placement_by_type.png
Bar = 20 microns.
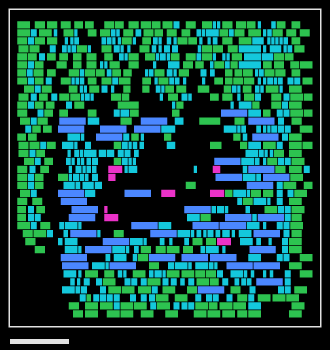
logic_types.png
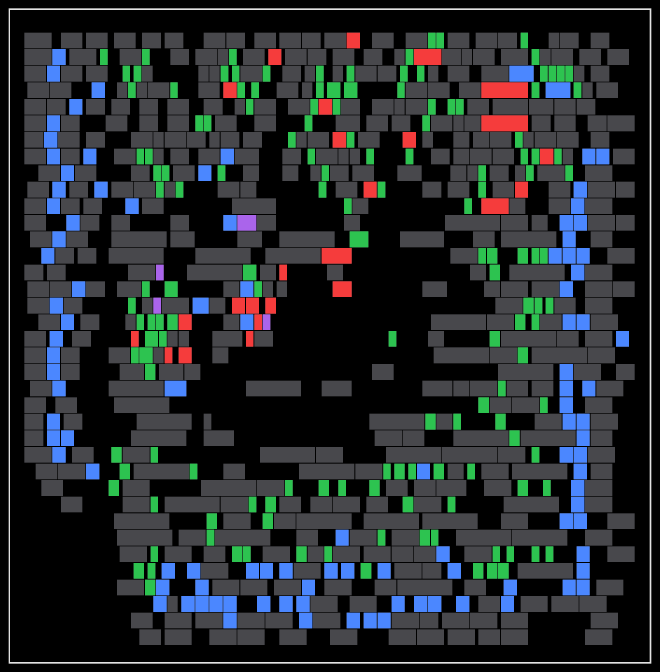
clk_routes.png
Bar = 20 microns.
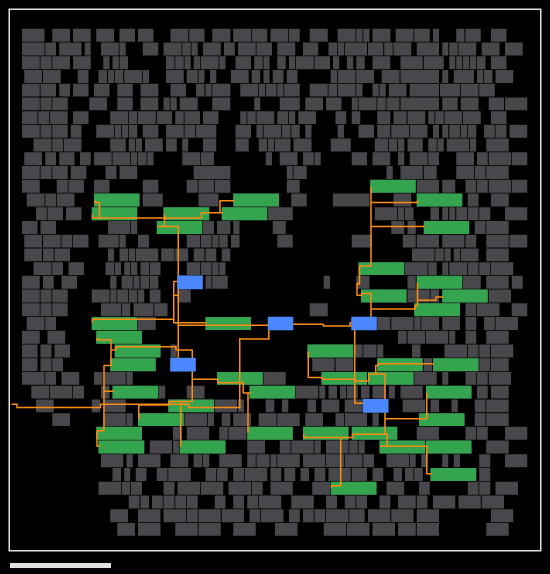
===== src/rtl/mem_arb_pkg.sv =====
// Shared types and constants for the unified memory arbiter.
// Contents: FSM state enum, access owner enum, word shift, streak counter width.
// Imported by mem_arb_pick and mem_arbiter.
package mem_arb_pkg;

  typedef enum logic [1:0] {
    IDLE   = 2'd0,
    ACCESS = 2'd1,
    RESP   = 2'd2
  } state_e;

  typedef enum logic [1:0] {
    NONE  = 2'd0,
    OWN_I = 2'd1,
    OWN_D = 2'd2
  } owner_e;

  // Byte address to word index shift.
  localparam int WORD_SHIFT = 2;

  // Width of the data streak counter; holds MAX_DSTREAK up to 15.
  localparam int DSTREAK_W = 4;

endpackage


===== src/rtl/mem_arbiter_if.sv =====
// Bundle of the fetch, data and memory-side signals of the arbiter.
// slave modport: arbiter view (requests and mem_rd in; acks, responses, mem drive out).
// master modport: requester/memory-environment view (mirror of slave).
interface mem_arbiter_if;
  // fetch port
  logic        i_req;
  logic [31:0] i_addr;
  logic        i_ack;
  logic [31:0] i_rdata;
  logic        i_err;
  // data port
  logic        d_req;
  logic        d_we;
  logic [31:0] d_addr;
  logic [31:0] d_wdata;
  logic        d_ack;
  logic [31:0] d_rdata;
  logic        d_err;
  // memory port
  logic        mem_we;
  logic [31:0] mem_a;
  logic [31:0] mem_wd;
  logic [31:0] mem_rd;

  modport slave (
    input  i_req, i_addr, d_req, d_we, d_addr, d_wdata, mem_rd,
    output i_ack, i_rdata, i_err, d_ack, d_rdata, d_err, mem_we, mem_a, mem_wd
  );

  modport master (
    output i_req, i_addr, d_req, d_we, d_addr, d_wdata, mem_rd,
    input  i_ack, i_rdata, i_err, d_ack, d_rdata, d_err, mem_we, mem_a, mem_wd
  );
endinterface


===== src/rtl/mem_arb_pick.sv =====
// Combinational winner select between fetch and data, plus next streak count.
// Ports: i_req_i/d_req_i requests, dstreak_i current streak; grant_i_o/grant_d_o
// one-hot grant (both 0 when idle), dstreak_o streak value to load on a grant.
module mem_arb_pick
  import mem_arb_pkg::*;
#(
  parameter int MAX_DSTREAK = 4
) (
  input  logic                 i_req_i,
  input  logic                 d_req_i,
  input  logic [DSTREAK_W-1:0] dstreak_i,
  output logic                 grant_i_o,
  output logic                 grant_d_o,
  output logic [DSTREAK_W-1:0] dstreak_o
);

  localparam logic [DSTREAK_W-1:0] MAX_Q = DSTREAK_W'(MAX_DSTREAK);

  always_comb begin
    grant_i_o = 1'b0;
    grant_d_o = 1'b0;
    dstreak_o = dstreak_i;
    // Data wins by default; fetch is forced through once data has won
    // MAX_DSTREAK times in a row while fetch was waiting.
    if (d_req_i && (!i_req_i || (dstreak_i != MAX_Q))) begin
      grant_d_o = 1'b1;
      if (!i_req_i) begin
        dstreak_o = '0;
      end else if (dstreak_i != MAX_Q) begin
        dstreak_o = dstreak_i + DSTREAK_W'(1);
      end
    end else if (i_req_i) begin
      grant_i_o = 1'b1;
      dstreak_o = '0;
    end
  end

endmodule


===== src/rtl/mem_arbiter.sv =====
// Arbitrates one unified memory between fetch and load/store, 3 cycles per access.
// Ports: clk, reset_n (async active-low), bus (slave modport: fetch req/ack,
// data req/ack, mem we/a/wd/rd). Misaligned/out-of-range accesses flag err, never write.
module mem_arbiter
  import mem_arb_pkg::*;
#(
  parameter int MEM_WORDS   = 64,
  parameter int MAX_DSTREAK = 4
) (
  input  logic          clk,
  input  logic          reset_n,
  mem_arbiter_if.slave  bus
);

  state_e                 state_q, state_d;
  owner_e                 owner_q, owner_d;
  logic [DSTREAK_W-1:0]   dstreak_q, dstreak_d;
  logic [31:0]            rdata_q, rdata_d;
  logic                   err_q, err_d;

  logic                   grant_i, grant_d;
  logic [DSTREAK_W-1:0]   pick_dstreak;
  logic [31:0]            sel_addr;
  logic                   legal;
  logic                   in_access;
  logic                   is_store;

  mem_arb_pick #(.MAX_DSTREAK(MAX_DSTREAK)) u_pick (
    .i_req_i   (bus.i_req),
    .d_req_i   (bus.d_req),
    .dstreak_i (dstreak_q),
    .grant_i_o (grant_i),
    .grant_d_o (grant_d),
    .dstreak_o (pick_dstreak)
  );

  assign sel_addr  = (owner_q == OWN_D) ? bus.d_addr : bus.i_addr;
  assign legal     = (sel_addr[1:0] == 2'b00) &&
                     ((sel_addr >> WORD_SHIFT) < 32'(MEM_WORDS));
  assign in_access = (state_q == ACCESS);
  assign is_store  = (owner_q == OWN_D) && bus.d_we;

  // Memory drive is decoded from the state register, so an async reset
  // during ACCESS kills a pending write before the next edge.
  assign bus.mem_a  = in_access ? sel_addr : 32'd0;
  assign bus.mem_we = in_access && is_store && legal;
  assign bus.mem_wd = (in_access && (owner_q == OWN_D)) ? bus.d_wdata : 32'd0;

  // rdata_q/err_q are nonzero only in RESP, so owner gating is enough.
  assign bus.i_ack   = (state_q == RESP) && (owner_q == OWN_I);
  assign bus.d_ack   = (state_q == RESP) && (owner_q == OWN_D);
  assign bus.i_rdata = (owner_q == OWN_I) ? rdata_q : 32'd0;
  assign bus.d_rdata = (owner_q == OWN_D) ? rdata_q : 32'd0;
  assign bus.i_err   = (owner_q == OWN_I) && err_q;
  assign bus.d_err   = (owner_q == OWN_D) && err_q;

  always_comb begin
    state_d   = state_q;
    owner_d   = owner_q;
    dstreak_d = dstreak_q;
    rdata_d   = rdata_q;
    err_d     = err_q;
    case (state_q)
      IDLE: begin
        if (grant_d) begin
          owner_d   = OWN_D;
          dstreak_d = pick_dstreak;
          state_d   = ACCESS;
        end else if (grant_i) begin
          owner_d   = OWN_I;
          dstreak_d = pick_dstreak;
          state_d   = ACCESS;
        end
      end
      ACCESS: begin
        rdata_d = (legal && !is_store) ? bus.mem_rd : 32'd0;
        err_d   = !legal;
        state_d = RESP;
      end
      RESP: begin
        rdata_d = 32'd0;
        err_d   = 1'b0;
        owner_d = NONE;
        state_d = IDLE;
      end
      default: begin
        rdata_d = 32'd0;
        err_d   = 1'b0;
        owner_d = NONE;
        state_d = IDLE;
      end
    endcase
  end

  always_ff @(posedge clk or negedge reset_n) begin
    if (!reset_n) begin
      state_q   <= IDLE;
      owner_q   <= NONE;
      dstreak_q <= '0;
      rdata_q   <= 32'd0;
      err_q     <= 1'b0;
    end else begin
      state_q   <= state_d;
      owner_q   <= owner_d;
      dstreak_q <= dstreak_d;
      rdata_q   <= rdata_d;
      err_q     <= err_d;
    end
  end

endmodule

===== src/flat_wrapper.sv =====
// flat-port wrapper written by rule: the top's interface ports become plain ports
module mem_arbiter_flat import mem_arb_pkg::*;
#(
  parameter int MEM_WORDS   = 64,
  parameter int MAX_DSTREAK = 4
)
  (clk, reset_n, bus_i_req, bus_i_addr, bus_d_req, bus_d_we, bus_d_addr, bus_d_wdata, bus_mem_rd, bus_i_ack, bus_i_rdata, bus_i_err, bus_d_ack, bus_d_rdata, bus_d_err, bus_mem_we, bus_mem_a, bus_mem_wd);
  mem_arbiter_if bus_i ();
  input  logic clk;
  input  logic reset_n;
  input wire logic [$bits(bus_i.i_req)-1:0] bus_i_req;
  input wire logic [$bits(bus_i.i_addr)-1:0] bus_i_addr;
  input wire logic [$bits(bus_i.d_req)-1:0] bus_d_req;
  input wire logic [$bits(bus_i.d_we)-1:0] bus_d_we;
  input wire logic [$bits(bus_i.d_addr)-1:0] bus_d_addr;
  input wire logic [$bits(bus_i.d_wdata)-1:0] bus_d_wdata;
  input wire logic [$bits(bus_i.mem_rd)-1:0] bus_mem_rd;
  output wire logic [$bits(bus_i.i_ack)-1:0] bus_i_ack;
  output wire logic [$bits(bus_i.i_rdata)-1:0] bus_i_rdata;
  output wire logic [$bits(bus_i.i_err)-1:0] bus_i_err;
  output wire logic [$bits(bus_i.d_ack)-1:0] bus_d_ack;
  output wire logic [$bits(bus_i.d_rdata)-1:0] bus_d_rdata;
  output wire logic [$bits(bus_i.d_err)-1:0] bus_d_err;
  output wire logic [$bits(bus_i.mem_we)-1:0] bus_mem_we;
  output wire logic [$bits(bus_i.mem_a)-1:0] bus_mem_a;
  output wire logic [$bits(bus_i.mem_wd)-1:0] bus_mem_wd;
  assign bus_i.i_req = bus_i_req;
  assign bus_i.i_addr = bus_i_addr;
  assign bus_i.d_req = bus_d_req;
  assign bus_i.d_we = bus_d_we;
  assign bus_i.d_addr = bus_d_addr;
  assign bus_i.d_wdata = bus_d_wdata;
  assign bus_i.mem_rd = bus_mem_rd;
  assign bus_i_ack = bus_i.i_ack;
  assign bus_i_rdata = bus_i.i_rdata;
  assign bus_i_err = bus_i.i_err;
  assign bus_d_ack = bus_i.d_ack;
  assign bus_d_rdata = bus_i.d_rdata;
  assign bus_d_err = bus_i.d_err;
  assign bus_mem_we = bus_i.mem_we;
  assign bus_mem_a = bus_i.mem_a;
  assign bus_mem_wd = bus_i.mem_wd;
  mem_arbiter #(.MEM_WORDS(MEM_WORDS), .MAX_DSTREAK(MAX_DSTREAK)) u_core (.clk(clk), .reset_n(reset_n), .bus(bus_i));
endmodule

===== config.mk =====
export PLATFORM = sky130hd
export DESIGN_NAME = mem_arbiter_flat
export DESIGN_NICKNAME = d
export VERILOG_FILES = /design/src/rtl/mem_arb_pkg.sv /design/src/rtl/mem_arbiter_if.sv /design/src/rtl/mem_arb_pick.sv /design/src/rtl/mem_arbiter.sv /design/src/flat_wrapper.sv
export SDC_FILE = /design/constraint.sdc
export NUM_CORES = 1
export LEC_CHECK = 0
export CAP_MARGIN = 20
export CORE_AREA = 2 2 103 105
export DETAILED_ROUTE_END_ITERATION = 12
export DIE_AREA = 0 0 105 107
export PLACE_DENSITY = 0.83
export SYNTH_ARGS = -nofsm -noshare
export SYNTH_HDL_FRONTEND = slang
export SYNTH_HIERARCHICAL = 1
export SYNTH_SLANG_ARGS = --single-unit

===== constraint.sdc =====
create_clock -name clk -period 2.2 [get_ports clk]
set_input_delay 0.22 -clock clk [delete_from_list [all_inputs] [get_ports clk]]
set_output_delay 0.22 -clock clk [all_outputs]
set_load 0.02 [all_outputs]

==> results.txt <==
impl run done, here's what came out: Floorplan Utilization=0.334, CTS tree=done, EDFF count, synth=0, power share of the sequential group=0.198, largest net degree at the start of global routing=42, worst setup margin=0.0714 ns, Seq/Total Area, Yosys=0.304, share of layout cells above drive strength 1=0.117, Worst EP required=1.98 ns, CTS clk-pin slew, worst paths=0.08 ns, P_seq=0.869 mW, P_leak=4.13 nW, Most used DFF post-synth=dfrtp_1, Slowest cell on crit path=clkdlybuf4s50_1, GP Congestion=0.813, crit-path cells=clkdlybuf4s50_1, nor4_1, nand4_1, mux2_2, nor4_2, buf_4, Yosys reg bits=41, post-synth top area share=0.304, reg2reg setup slack=0.15 ns, status=finished clean, Hold Violations, Final=0, Hold Buf Count CTS=0, Commonest cells post-synth=105 x nand2_1, 66 x and2_1, 41 x dfrtp_1, Syn Inst Count=444, wire per inst=15.9 microns, vias in the first global route=4012, area of the core=10100 sq um, Layout area overhead=91.3%, nets=834, logic gate share of total power=0.691, TNS Setup=0 ns, syn_nets=579, clock sink count=41, crit path kind=primary input to output port, H-tree depth=2, gr usage total=0.213, CTS Buffer Depth=2
About placement_by_type.png:
Magenta is clock drivers and dummy loads, cells 8, share of their area 1.4%. Green is other buffers and delay cells, cells 289, share of their area 47%. Cyan is combinational and other logic, cells 362, share of their area 35%. Blue is flops, cells 41, share of their area 16%.

About logic_types.png:
Purple is inverters, cells 4, most used inv_1. Red is NOR gates, cells 25, most used nor4_1. Green is NAND gates, cells 146, most used nand2_1, where widely spread. Blue is AND and OR gates, cells 104, most used and2_1, where widely spread.
fin cells: 836
logic gate fraction of the total cell area: 0.339
dominant logic cell type in the layout: clkdlybuf4s50_1

About clk_routes.png:
Orange is clock wires, length 516 microns. Green is flip-flops, count 41. Blue is clock drivers, count 5.
There are 6 routed clock nets.
Clk network pwr share: 0.111
Latency at later pin: 0.28 ns
Clk power: 0.486 mW
Max Clock Skew: 0.00428 ns

## repair_timing
| action | 4_1_cts | 5_1_grt |
|---|---|---|
| buffers inserted | 2 | 1 |
| setup endpoints to repair | 114 | 67 |
| gates resized | 79 | 73 |
| pin swaps | 0 | 3 |
## placed cells by master (no fill, tap or decap), types with 2 or more instances in the layout
| cell | n |
|---|---|
| clkdlybuf4s50_1 | 128 |
| nor2_1 | 5 |
| buf_4 | 19 |
| dlygate4sd2_1 | 65 |
| buf_6 | 4 |
| nor4_2 | 2 |
| nand3_1 | 34 |
| clkinvlp_4 | 2 |
| nor4_1 | 9 |
| a21oi_1 | 35 |
| ha_1 | 2 |
| buf_12 | 2 |
| clkbuf_8 | 5 |
| nand2_1 | 105 |
| dfrtp_1 | 41 |
| nor2b_1 | 3 |
| and3_1 | 34 |
| and2_1 | 66 |
| o21ai_0 | 4 |
| o31ai_2 | 29 |
| nor4_4 | 2 |
| mux2_2 | 6 |
| inv_1 | 3 |
| nand4_1 | 3 |
| o31ai_1 | 3 |
| dlymetal6s2s_1 | 69 |
| or4_4 | 2 |
| nand2b_1 | 2 |
## through the flow
step                      hold WS, ns  total power, mW  cell area (sq um)  utilization
after detailed placement        0.414             4.05               6200        0.615
after floorplan               -0.0756             2.60               3370            -
after global routing            0.119             4.72               6440        0.639
after CTS                      0.0910             4.41               6250        0.619
final                          0.0626             4.39               6440        0.639
after global placement          0.399             3.99               6200        0.615
## critical path, delay by kind of cell
kind / cells / cell delay [ns]
mux: 1 / 0.33
buf+inv: 2 / 0.61
simple gates: 3 / 0.75
## how the worst max path moves through the flow
stage | startpoint | to | slack (ns)
final | bus_i_addr[28] | bus_mem_we | 0.07
after global routing | bus_i_addr[30] | bus_mem_we | 0.002
after CTS | u_core/owner_q[0]$_DFFE_PN0P_ | bus_mem_wd[12] | 0.004
after detailed placement | bus_d_addr[27] | bus_mem_we | -0.42
after global placement | bus_d_addr[27] | bus_mem_we | -0.40
after floorplan | bus_d_addr[27] | bus_mem_we | 0.29
## state kept, by name (all words and copies together) (netlist names)
name              count
u_core/owner_q        2
u_core/state_q        2
u_core/err_q          1
u_core/rdata_q       32
u_core/dstreak_q      4
## cell type report
| class | instances | area share |
|---|---|---|
| well taps | 136 | 0.0264 |
| clock inverters | 2 | 0.00233 |
| clock buffers | 6 | 0.0113 |
| multi-input cells | 358 | 0.339 |
| inverters | 4 | 0.00311 |
| flip-flops and latches | 41 | 0.159 |
| repair buffers | 289 | 0.459 |
## per-layer routing
layer | vias up | GRT usage | wire length [microns]
met5 | - | 0 | 0
met4 | 0 | 0.0429 | 193
met3 | 18 | 0.0438 | 736
met2 | 156 | 0.391 | 7090
met1 | 1901 | 0.258 | 5250
li1 | 2032 | - | -
## kinds of logic after synthesis
| group | count (synthesis) | share of synthesized area |
|---|---|---|
| flip-flops | 41 | 0.304 |
| multiplexers | 6 | 0.0201 |
| AND/OR/NAND/NOR | 275 | 0.427 |
| buffers and inverters | 45 | 0.0594 |
| adder cells (fa/ha/maj) | 2 | 0.00743 |
| AND-OR/OR-AND | 75 | 0.182 |
Power and IR drop assume default switching activity.
